**Run 1: wires at chosen ports, followed through buffers**

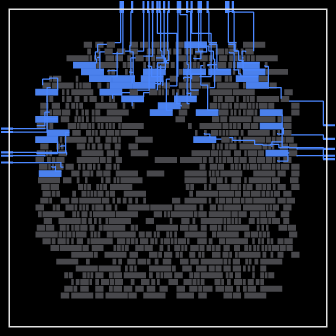
**Run 1: placement density heat map**

13 x 13 tiles, from black (low) to pale yellow (high), 0 to 100% covered.
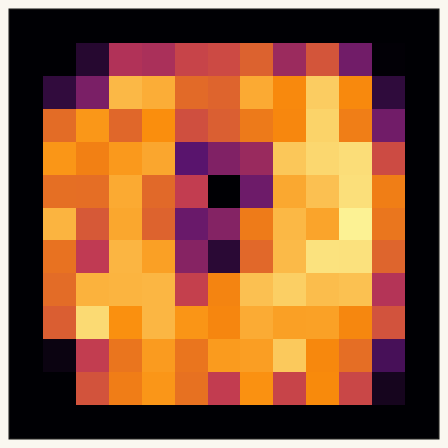
**Run 1: selected gate families**

Scale bar: 50 microns.
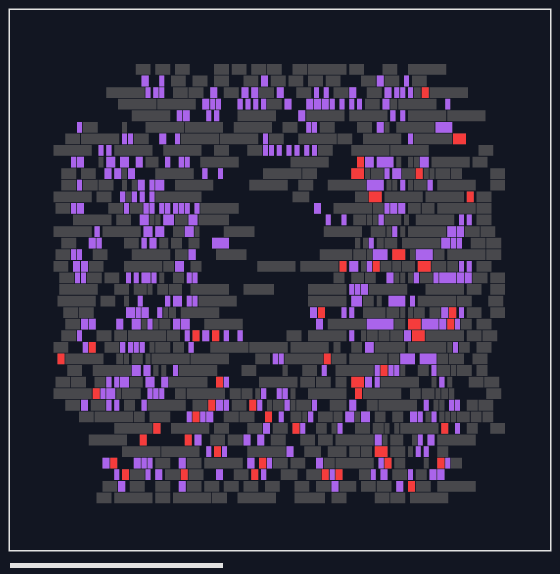
**Run 1: cell placement**

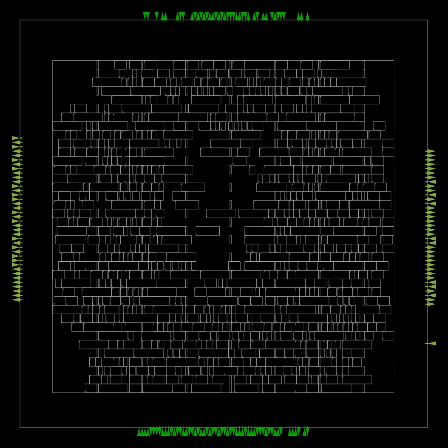
Design ifid_hazard_stage, sky130hd; sources not shown.
==> notes.md <==
Item: results of the latest flow run.

- The required time at the endpoint of the critical path is 1.49 ns.
- The logic depth of the worst setup path including buffers is 8.
- Looking at the gate-level netlist, the highest instance count belongs to sky130_fd_sc_hd__nand2_1.
- The area share of the leading cell type in the synthesized netlist is 51.3%.
- The number of enable-type register cells in the synthesized netlist is 0.
- Setup slack on the worst reg-to-reg path comes out at -0.02 ns.
- The number of hold buffers added after CTS was 1.
- Per the detail_route report, vias per standard cell equal roughly 5.
- The dominant cell type by area after synthesis is sky130_fd_sc_hd__dfrtp_1.
- The uppermost metal layer occupied by signal nets is met4.
- After detailed routing, the met2 layer carries approximately 8300 microns of wire.
- The transition time of the tightest slew-check pin is approximately 0.48 ns.
- The initial detailed-routing violation count is 338.
- The global-route track usage on met2 is a little under a third.
- In the layout the tool counted multi-input logic cells amounting to roughly 410.
- The leakage component of the power is about 3.4 nW.
- The clock net sink count is 96.
- Global routing finished with a remaining overflow of 0.
- Detailed placement finished with a half-perimeter wire length of about 11000 microns.
- In this run the most used layer during global routing was met2.
- The count of cells along the worst register-to-register path is 11.
- Multi-input logic gates represent a cell area share of about 28%.
- The worst setup slack after placement is -0.482 ns.
- Yosys attributes the largest share of cell area to sky130_fd_sc_hd__dfrtp_1 (51%), sky130_fd_sc_hd__nand2_1 (15%), sky130_fd_sc_hd__nand3_1 (8.8%).
- The total power is 5.67 mW.
- The clock period minus worst slack is around 1.8 ns.
- The via count of the first global-routing pass is approximately 4700.
- The report counts max-capacitance violations totalling 0.
- Relative to the synthesized area, the layout overhead comes to 59.6%.
- Summing all multi-input logic gate instances after layout gives between 0.002 and 0.0025 sq mm.
- The flow ran to the end, but the final reports show violations.
- The routed metal-1 wire length is around 6400 microns.
- The type recorded for the worst min-delay path is in -> async.
- The cell-mix breakdown from Yosys lists the compound-gate area share as about 5.1%.
- The area fraction of clock buffers and clock inverters is 3.87%.
- The largest single stage delay on the critical path is ~0.39 ns.
- The final weighted congestion in routability-driven placement is 0.893.
- The fraction of layout cells with a size suffix above 1 is 14.8%.
- With fillers left out, the area of the finished cells amounts to approximately 0.0075 sq mm.
- After detailed placement, the design holds a cell count of 919.
- Final hold analysis gives a worst-case slack of around 0.27 ns.
- The first TritonRoute pass finished after 5 iterations.
- Entering global routing, the biggest net connects around 44 pins.
- The first global-routing pass estimated between 20000 and 25000 microns of wire.
- For reference, the clock transition at the flip-flops on the worst setup and hold paths is roughly 0.060 ns.
- The number of nets with antenna violations after routing is 0.
- The critical path capture point type is a primary output.
- At the worst endpoint, the arrival time is 1.57 ns.
- Across all setup checks in the final design, the least slack found is -0.0794 ns.
- The area after detailed placement is 0.00689 sq mm.
- The cell sitting at the root of the clock tree is a sky130_fd_sc_hd__clkbuf_16.
- Measured against its own limit, the worst slew margin works out to just under 70%.
- The final timing report lists a hold violation count of 0.
- The initial antenna violation count is 0.
- According to the floorplan report, the total die area is between 0.015 and 0.02 sq mm.
- The area share of buffers outside the clock network is between 30% and 40%.
- In this run, the synthesized area fraction spent on adder and majority cells is recorded as less than 1%.
- For reference, the critical path cell chain is nor2_1, nand2_1, nand2_1, nand3_1, o21ai_2, nand2_2, inv_4, buf_6.
- The number of cell instances after yosys synthesis is a little under 600.
- The sequential element share of the synthesized area is approximately half.
- The global-route usage over all layers is between 10% and 20%.
- The most numerous cell type found on the critical path is sky130_fd_sc_hd__nand2_1.
- The power per cell area is around 760 mW/mm^2.
- The later-pin clock latency in the skew report is about 0.35 ns.
- The final layout reports a setup TNS of -0.309 ns.
- The met1 usage in global routing is between 20% and 30%.
- The die is approximately 130 microns wide.
- The number of OpenROAD warnings is 27.
- The number of gates resized after CTS is 14.
- The cell-internal power is between 4 and 5 mW.
- The reported net switching power is between 1 and 1.5 mW.
- Looking at the post-CTS report, the setup buffer insertion count equals 2.
- The analysis reports a worst IR drop on VDD of between 0.6 and 0.7 mV.
- TritonCTS built the clock tree.
- The critical path in this run is classified as reg -> out.
- The type of element launching the critical path is a flip-flop.
- Summed over all combinational cells, the power is approximately 1.1 mW.
- Max-slew check failures listed in the final report amount to 0.
- The number of flip-flops under the largest register name is 32.
- The number of antenna cells inserted is 0.
- The largest share of the power goes to registers.
- The number of clock buffers in the layout is 12.
- The sequential cell power is approximately 2.6 mW.
- Across all layers, the routed design uses a little under 5000 vias.
- The average footprint of a synthesized cell is 8.01 sq um.
- The inverter count is between 40 and 50.
- The met3 wire length is around 1200 microns.
- The sum of routed wire length over all layers is between 15000 and 20000 microns.
- The met3 demand-to-capacity share in global routing is 6.08%.
- Looking at the clock tree report, the maximum root-to-sink buffer count equals 2.
- The area fraction in mux cells is 0%.
- Setup repair after global routing could not meet its margin everywhere.
- The synthesis report names the predominant flop master as sky130_fd_sc_hd__dfrtp_1.
- The combinational share of power is about a fifth.
- Per the finish-stage timing summary, setup violations number 26.
- In this run switching power makes up 25.2% of total power.
- The checks that failed: setup timing.
- The top fanout value on the critical path is 5.
- The net count reported at finish is about 870.
- The critical path contains buffers and inverters numbering 2 combined.
- The register area is between 0.002 and 0.0025 sq mm.
- For this run, the chip area from Yosys synthesis comes to ~0.0047 sq mm.
- The largest family of logic cells by area is simple AND/OR/NAND/NOR gates.
- For reference, XOR and XNOR gates occupy around 5.1% of the area reported after synthesis.
- The clock tree synthesis step divided the H-tree into 3 levels.
- The share of the clock period used by the worst path is 105%.
- The instance count of the mapped netlist is about 600.
- Based on the critical path, the design can be clocked at up to between 0.5 and 0.6 GHz.
- The DRC violation total left in the routed layout is recorded as 0.
- The number of buffers outside the clock class in the layout is 237.
- For this run, asynchronously set or reset flops after synthesis account for 100%.
- The count of state elements after synthesis is 96.
- The die height is approximately 130 microns.
- The clock network is responsible for about 35% of the overall power.
- Per STA, the worst path accumulates the most delay in the family simple AND/OR/NAND/NOR gates.
- The standard cell with the maximum stage delay on the critical path is sky130_fd_sc_hd__dfrtp_1.
- The synthesized netlist contains 23 unique library cells.
- Per report_power, the Clock row totals 2.01 mW.
- The simple-gate share of the synthesized area is a little under a third.
- In the layout the commonest cells are sky130_fd_sc_hd__nand2_1 (176), sky130_fd_sc_hd__clkdlybuf4s50_1 (164), sky130_fd_sc_hd__dfrtp_1 (96), sky130_fd_sc_hd__nand3_1 (79), sky130_fd_sc_hd__buf_4 (56).
- In this run the cell area of the synthesized design comes to roughly 0.0047 sq mm.
- The TritonCTS buffer count is 9.
- The routed wirelength normalized by instance count is ~17 microns.
- The cell kind with the greatest summed area is registers.
- The commonest cells after synthesis are sky130_fd_sc_hd__nand2_1 (191), sky130_fd_sc_hd__dfrtp_1 (96), sky130_fd_sc_hd__nand3_1 (82), sky130_fd_sc_hd__o21ai_0 (41), sky130_fd_sc_hd__inv_1 (38).
- The sequential share of power is 45.0%.
- Warnings reported by Yosys during synthesis add up to 0.
Back to the opening pictures, 'wires at chosen ports, followed through buffers':
colour	port	bits	direction	edge	end cells	wire
blue	pc_out	30	output	20 top, 5 left, 5 right	30	1160 microns
PortBufs: 169
count of pins on the block boundary: 170

Back to the opening pictures, 'placement density heat map':
emptiest ninth of the die	upper left
densest ninth of the die	middle right
nearly empty tiles	31%
mean over tiles	45%
tiles over 75% full	28%
placeable core region: 0.0110 sq mm
core utilization before placement: 42.6%
share of the core filled with cells in the final layout: 68.0%

Back to the opening pictures, 'selected gate families':
colour	family	cells
purple	nand cells	296
red	aoi and oai cells	47
final standard cell count with taps included and fillers excluded: 943
most frequent standard cell in the layout excluding fill and tap cells: sky130_fd_sc_hd__nand2_1

Back to the opening pictures, 'cell placement':
num tapcells: 140
Core Rows: 38
register fraction of the total cell area: 32.2%
Seq Cell Count: 96
number of fill cells in the layout: 874

Power is estimated from default activity; no workload was simulated.
